$ cat config.mk
export PLATFORM = sky130hd
export DESIGN_NAME = piezo_arbiter
export DESIGN_NICKNAME = d
export VERILOG_FILES = /design/src/rtl/piezo_arbiter.sv
export SDC_FILE = /design/constraint.sdc
export NUM_CORES = 1
export LEC_CHECK = 0
export CAP_MARGIN = 25
export CORE_ASPECT_RATIO = 0.75
export CORE_MARGIN = 2
export CORE_UTILIZATION = 53
export DETAILED_ROUTE_END_ITERATION = 10
export PLACE_DENSITY = 0.82
export SLEW_MARGIN = 10
export SYNTH_ARGS = -nofsm -noshare
export SYNTH_HDL_FRONTEND = slang
export SYNTH_SLANG_ARGS = --single-unit
export TNS_END_PERCENT = 100
$ cat constraint.sdc
create_clock -name clk -period 2.3 [get_ports clk]
set_input_delay 0.345 -clock clk [delete_from_list [all_inputs] [get_ports clk]]
set_output_delay 0.345 -clock clk [all_outputs]
set_load 0.05 [all_outputs]
$ cat src/rtl/piezo_arbiter.sv
`default_nettype none
// ============================================================================
//  Module      : piezo_arbiter
//  Description : Shares one piezo buzzer among three tone generators
//                (bit 0 shot, bit 1 hit, bit 2 win). One-cycle request
//                pulses are latched in a pending mask. One generator is
//                granted at a time by fixed priority (win > hit > shot).
//                A silent gap is inserted after every sound. The granted
//                generator's tone is registered onto the buzzer output.
//  Revision    : 1.0  initial release
// ----------------------------------------------------------------------------
//  Parameters
//    HOLD_CYCLES  minimum grant length before a preemption may take effect
//    GAP_CYCLES   silent cycles inserted after every sound
//    MAX_CYCLES   play timeout used when the generator never reports done
//  Ports
//    clk           system clock
//    rst           asynchronous active-high reset
//    req_i[2:0]    one-cycle sound request pulses
//    src_piezo_i   tone outputs of the three generators
//    done_i[2:0]   generator end-of-sound; only the granted bit is used
//    en_o[2:0]     one-hot generator enable (grant), registered
//    busy_o        high while playing or in the silent gap, registered
//    piezo_out_o   buzzer drive, registered (one cycle behind the tone)
//  Build option
//    PIEZO_PREEMPT_EN  when defined, a strictly higher pending request
//                      aborts the current sound once the hold time is met.
// ============================================================================
module piezo_arbiter #(
    parameter int HOLD_CYCLES = 1000,
    parameter int GAP_CYCLES  = 500,
    parameter int MAX_CYCLES  = 50000000
) (
    input  logic       clk,
    input  logic       rst,
    input  logic [2:0] req_i,
    input  logic [2:0] src_piezo_i,
    input  logic [2:0] done_i,
    output logic [2:0] en_o,
    output logic       busy_o,
    output logic       piezo_out_o
);

    // ------------------------------------------------------------------------
    // Counter sizing: one shared counter serves hold, gap and timeout.
    // ------------------------------------------------------------------------
    localparam int c_BIG_HG = (HOLD_CYCLES > GAP_CYCLES) ? HOLD_CYCLES : GAP_CYCLES;
    localparam int c_BIG    = (c_BIG_HG > MAX_CYCLES) ? c_BIG_HG : MAX_CYCLES;
    localparam int c_CNT_W  = $clog2(c_BIG) + 1;

    localparam logic [c_CNT_W-1:0] c_MAX     = c_CNT_W'(MAX_CYCLES);
    localparam logic [c_CNT_W-1:0] c_MAX_M1  = c_CNT_W'(MAX_CYCLES - 1);
    localparam logic [c_CNT_W-1:0] c_GAP_M1  = c_CNT_W'(GAP_CYCLES - 1);

    typedef enum logic [1:0] {
        S_IDLE = 2'd0,
        S_PLAY = 2'd1,
        S_GAP  = 2'd2
    } state_t;

    // ------------------------------------------------------------------------
    // Registers and next-state values
    // ------------------------------------------------------------------------
    state_t               state_q, state_d;
    logic [2:0]           pend_q,  pend_d;
    logic [2:0]           en_q,    en_d;
    logic [c_CNT_W-1:0]   cnt_q,   cnt_d;
    logic [1:0]           gsel_q,  gsel_d;   // index of the granted generator
    logic                 busy_q,  busy_d;
    logic                 piezo_q, piezo_d;

    logic [1:0]           w_sel;             // highest pending request
    logic [2:0]           w_sel_onehot;
    logic [2:0]           w_pend_clr;
    logic                 w_done;
    logic                 w_timeout;
    logic                 w_preempt;

    // ------------------------------------------------------------------------
    // Fixed-priority selection: win > hit > shot.
    // ------------------------------------------------------------------------
    always_comb begin
        w_sel = 2'd0;
        if (pend_q[2]) begin
            w_sel = 2'd2;
        end else if (pend_q[1]) begin
            w_sel = 2'd1;
        end else begin
            w_sel = 2'd0;
        end
    end

    assign w_sel_onehot = 3'b001 << w_sel;

    // Only the granted generator's completion is observed.
    assign w_done    = done_i[gsel_q];
    assign w_timeout = (cnt_q == c_MAX_M1);

`ifdef PIEZO_PREEMPT_EN
    localparam logic [c_CNT_W-1:0] c_HOLD_M1 = c_CNT_W'(HOLD_CYCLES - 1);

    logic w_higher;

    // A pending bit strictly above the current grant.
    always_comb begin
        w_higher = 1'b0;
        case (gsel_q)
            2'd0:    w_higher = pend_q[2] | pend_q[1];
            2'd1:    w_higher = pend_q[2];
            default: w_higher = 1'b0;
        endcase
    end

    // The aborted sound is not requeued; its pend bit was cleared at grant.
    assign w_preempt = w_higher && (cnt_q >= c_HOLD_M1);
`else
    assign w_preempt = 1'b0;
`endif

    // ------------------------------------------------------------------------
    // Next-state logic
    // ------------------------------------------------------------------------
    always_comb begin
        state_d    = state_q;
        en_d       = en_q;
        cnt_d      = cnt_q;
        gsel_d     = gsel_q;
        w_pend_clr = 3'b000;

        case (state_q)
            S_IDLE: begin
                if (|pend_q) begin
                    state_d    = S_PLAY;
                    en_d       = w_sel_onehot;
                    gsel_d     = w_sel;
                    w_pend_clr = w_sel_onehot;
                    cnt_d      = '0;
                end
            end

            S_PLAY: begin
                if (cnt_q != c_MAX) begin
                    cnt_d = cnt_q + 1'b1;
                end
                if (w_done || w_timeout || w_preempt) begin
                    state_d = S_GAP;
                    en_d    = 3'b000;
                    cnt_d   = '0;
                end
            end

            S_GAP: begin
                if (cnt_q == c_GAP_M1) begin
                    state_d = S_IDLE;
                    cnt_d   = '0;
                end else begin
                    cnt_d = cnt_q + 1'b1;
                end
            end

            default: begin
                state_d = S_IDLE;
                en_d    = 3'b000;
                cnt_d   = '0;
            end
        endcase
    end

    // A request on the grant edge wins over the clear so it plays again.
    assign pend_d  = (pend_q & ~w_pend_clr) | req_i;
    assign busy_d  = (state_d != S_IDLE);
    // Sampled from the current state, so the tone appears one edge after
    // the enable and stops one edge after the enable drops.
    assign piezo_d = (state_q == S_PLAY) ? src_piezo_i[gsel_q] : 1'b0;

    // ------------------------------------------------------------------------
    // State registers
    // ------------------------------------------------------------------------
    always_ff @(posedge clk or posedge rst) begin
        if (rst) begin
            state_q <= S_IDLE;
            pend_q  <= 3'b000;
            en_q    <= 3'b000;
            cnt_q   <= '0;
            gsel_q  <= 2'd0;
            busy_q  <= 1'b0;
            piezo_q <= 1'b0;
        end else begin
            state_q <= state_d;
            pend_q  <= pend_d;
            en_q    <= en_d;
            cnt_q   <= cnt_d;
            gsel_q  <= gsel_d;
            busy_q  <= busy_d;
            piezo_q <= piezo_d;
        end
    end

    assign en_o        = en_q;
    assign busy_o      = busy_q;
    assign piezo_out_o = piezo_q;

endmodule
`default_nettype wire

==> job_summary.md <==
## PnR job results

| Metric | Value |
|---|---|
| Outcome | complete, no violations |
| Fin. max-slew vios | 0 |
| Fillers | 344 |
| Reg power frac | 52.9% |
| Core area | 4150 um2 |
| Worst EP required | 2480 ps |
| Worst Setup Start Kind | register |
| Pwr Density | 462 nW/um2 |
| Biggest area cells | dfrtp_1, nand2_1, nand3_1 |
| Vias in the first global route | 1,923 |
| Fp util | 56.5% |
| Placed insts | 340 |
| Sequential area share after synthesis | 41.6% |
| Distinct lib cells | 49 |
| Post-DR vias/cell | 6.31 |
| Clk sinks | 39 |
| Crit-path slowest cell | or4_4 |
| Avg Synthesized Cell Area | 9.02 um2 |
| Slew margin rel. | 66.0% |
| Unrepaired setup endpoints after global routing | yes |
| # DRC | 0 |
| Syn Nets | 277 |
| First-pass GRT wire length | 9260 um |
| Final setup TNS | 0 ps |
| Port buffer count | 15 |
| Critical Path Source | cnt_q[22] |
| Critical Path AT | 2380 ps |
| Count of final setup violators | 0 |
| Switching power total | 0.270 mW |
| Hold Crit Class | primary input to asynchronous set/reset pin |
| Clk root buf | clkbuf_8 |
| RePlAce Congestion | 0.921 |
| Cell Chain, Critical Path | nand4_1, or4_4, o21ba_1, o21a_1, buf_4, a31oi_1, o31ai_1 |
| Largest stage delay, worst path | 550 ps |
| Syn-to-layout area delta | 19.5% |
| Remaining antenna violation count after routing | 0 |
| CP Capture Type | register |
| Initial antenna violation count | 0 |
| Postcts setup bufs | 0 |
| Fin crit share | 96.0% |
| Sw Share | 20.9% |
| Worst slew pin tran | 509 ps |
| CTS buffer count | 5 |
| YS chip area | 2350 um2 |
| Die y size | 61.6 um |
| Critical Path Fanout Max | 16 |
| Final WL | 5700 um |
| Longest Clk Path Bufs | 2 |
| Post-synth ARST share | 100% |
| Mapped cell area | 2350 um2 |
| Cell taking the most area after synthesis | dfrtp_1 |
| TritonCTS clock tree | done |
| Die ar. | 4980 um2 |
| Crit Reg-Reg Startpoint | cnt_q[22] |
| ANT cells | 0 |
| Max VDD drop | 0.000327 V |
| Int Pwr | 1.03 mW |
| Final Hold Vio Count | 0 |
| Pin count of the biggest net entering global routing | 40 |
| Final min period | 2210 ps |
| Static leakage | 1.15 nW |
| Post-cts hold buffer count | 0 |
| GRT overflow | 0 |
| Pre-CTS WS | 2.35 ps |
| Yosys warns | 0 |
| H-tree levels | 2 |
| Layout cells sized above 1 | 16.0% |
| Vias | 2,197 |
| Synth cell count leaders | dfrtp_1, nand2_1, nand3_1, inv_1, nor2_1 |
| Final Net Count | 309 |
| Synth flops | 39 |
| R2R setup slack | 90 ps |
| Syn Inst Count | 260 |
| Top Ports | 16 |
| Setup WS post-layout | 92.7 ps |
| Most instantiated library cell after synthesis | dfrtp_1 |
| # rows | 20 |
| Setup Crit Path Kind | register to register |
| FMAX | 0.453 GHz |
| Avg WL per Cell | 16.4 um |
| DP Wirelength | 4090 um |
| Max-area cell share | 41.6% |
| Worst-path clk slew | 80 ps |
-- worst paths after layout --
path / cells after the start / endpoint
max: 7 / cnt_q[22]
min: 3 / gsel_q[1]
max reg2reg: 7 / cnt_q[22]
min reg2reg: 1 / en_o[0]
max in group asynchronous: 3 / cnt_q[22]
min in group clk: 1 / en_o[0]
-- area by class of cell --
| cell class | count | area [um2] | share of cell area [%] |
|---|---|---|---|
| clock buffer | 5 | 68.8 | 2.46 |
| clock inverter | 3 | 43.8 | 1.56 |
| inverter | 13 | 48.8 | 1.74 |
| multi-input combinational | 194 | 1260 | 45.1 |
| sequential | 39 | 978 | 34.9 |
| tap | 55 | 68.8 | 2.46 |
| timing repair buffer | 39 | 330 | 11.8 |
-- flip-flops by register name (all words and copies together) (netlist names) --
name	flops
busy_o	1
cnt_q	27
en_o	3
gsel_q	2
pend_q	3
piezo_out_o	1
state_q	2
-- cell usage in the layout (no fill, tap or decap), types with 3 or more instances in the layout --
cell type / count
clkdlybuf4s50_1: 15
and3_1: 3
nand4_1: 9
o21a_1: 4
dfrtp_1: 37
ha_1: 6
clkbuf_8: 5
nand2_1: 33
nor2_1: 12
nor3_1: 5
a31oi_1: 5
o22ai_1: 3
buf_4: 24
a22oi_1: 4
o211ai_1: 5
and2_1: 7
o31ai_1: 6
nand3_1: 20
or3_1: 7
inv_1: 13
or2_2: 4
o21ai_0: 9
o311ai_1: 12
nor4_1: 3
-- layer usage --
layer | track usage, % | vias up | routed length [um] | share of wire, %
li1 | - | 1040 | - | -
met1 | 37.4 | 1062 | 2870 | 50
met2 | 35.8 | 86 | 2360 | 41
met3 | 4.99 | 9 | 401 | 7.0
met4 | 5.81 | 0 | 69 | 1.2
met5 | 0 | - | 0 | 0
-- critical path: cells and delay by family, from the launching register on --
kind,cells,cell delay [ps]
and+or+nand+nor,2,700
DFF,1,420
AOI/OAI and AO/OA,4,750
buffers and inverters,1,220
-- repair_timing --
action / CTS / global route
resized: 0 / 11
endpoints found under the hold margin: 0 / 0
endpoints found under the setup margin: 0 / 20
-- cells by family (layout without fill, tap and decap cells) --
logic type	Yosys count	in the layout	share of synthesized area (%)
buffers and inverters	27	60	5.97
muxes	3	3	1.33
adders and majority gates	6	6	3.20
DFF	39	39	41.6
and+or+nand+nor	121	121	27.5
AOI/OAI and AO/OA	64	64	20.4
-- metrics by stage --
stage	hold WS (ps)	cell area [um2]
detailed placement	490	2650
global placement	486	2650
global route	537	2800
CTS	488	2770
finish	472	2800
floorplan	437	2350
-- power groups by stage --
stage | clock network (mW) | registers [mW] | logic, mW
2_1_floorplan | 0 | 0.699 | 0.0121
3_3_place_gp | 0 | 0.699 | 0.0342
3_5_place_dp | 0 | 0.699 | 0.0348
4_1_cts | 0.583 | 0.685 | 0.0348
5_1_grt | 0.619 | 0.685 | 0.0376
6_report | 0.577 | 0.685 | 0.0335
Figure 1. Placed cells, one colour a class.
The bar under the picture is 20 um long.
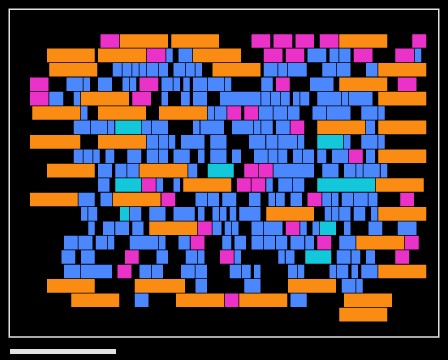
- all other logic: blue (cells 207)
- clock drivers and dummy loads: cyan (cells 8)
- flip-flops: orange (cells 39)
- other buffers and delay cells: magenta (cells 39)

Figure 2. Sequential cells coloured by netlist name.
Other sequential cells in the stronger grey, the rest of the logic in the fainter grey.
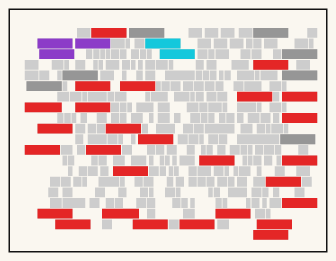
- `en_o`: purple (sequential cells 3)
- `cnt_q`: red (sequential cells 27)
- `gsel_q`: cyan (sequential cells 2)
post-layout util: 67.5%
Flop area: 978 um2

Figure 3. Clock distribution.
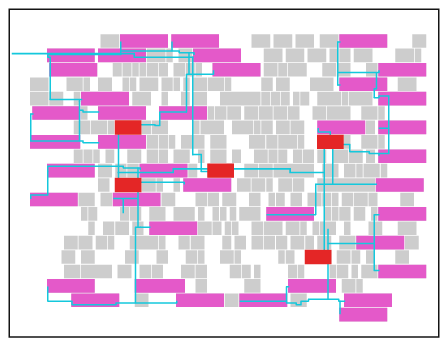
- flip-flops: magenta (count 39)
- cells driving clock nets: red (count 5)
- clock wires: cyan (length 498 um)
- flops lie: all over the die
Latency at later pin: 300 ps
Worst Skew: 11.9 ps
Clk pwr share: 44.5%
P_clk: 0.577 mW

Figure 4. Routing congestion.
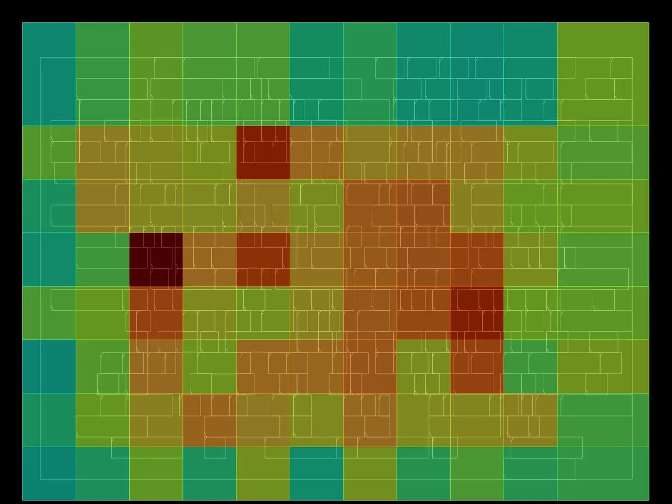
met1 GRT Util: 37.4%
met2 Use GR: 35.8%
GRT Total Usage: 24.5%

Power figures rest on the tool's default switching activity, not on a simulated workload.
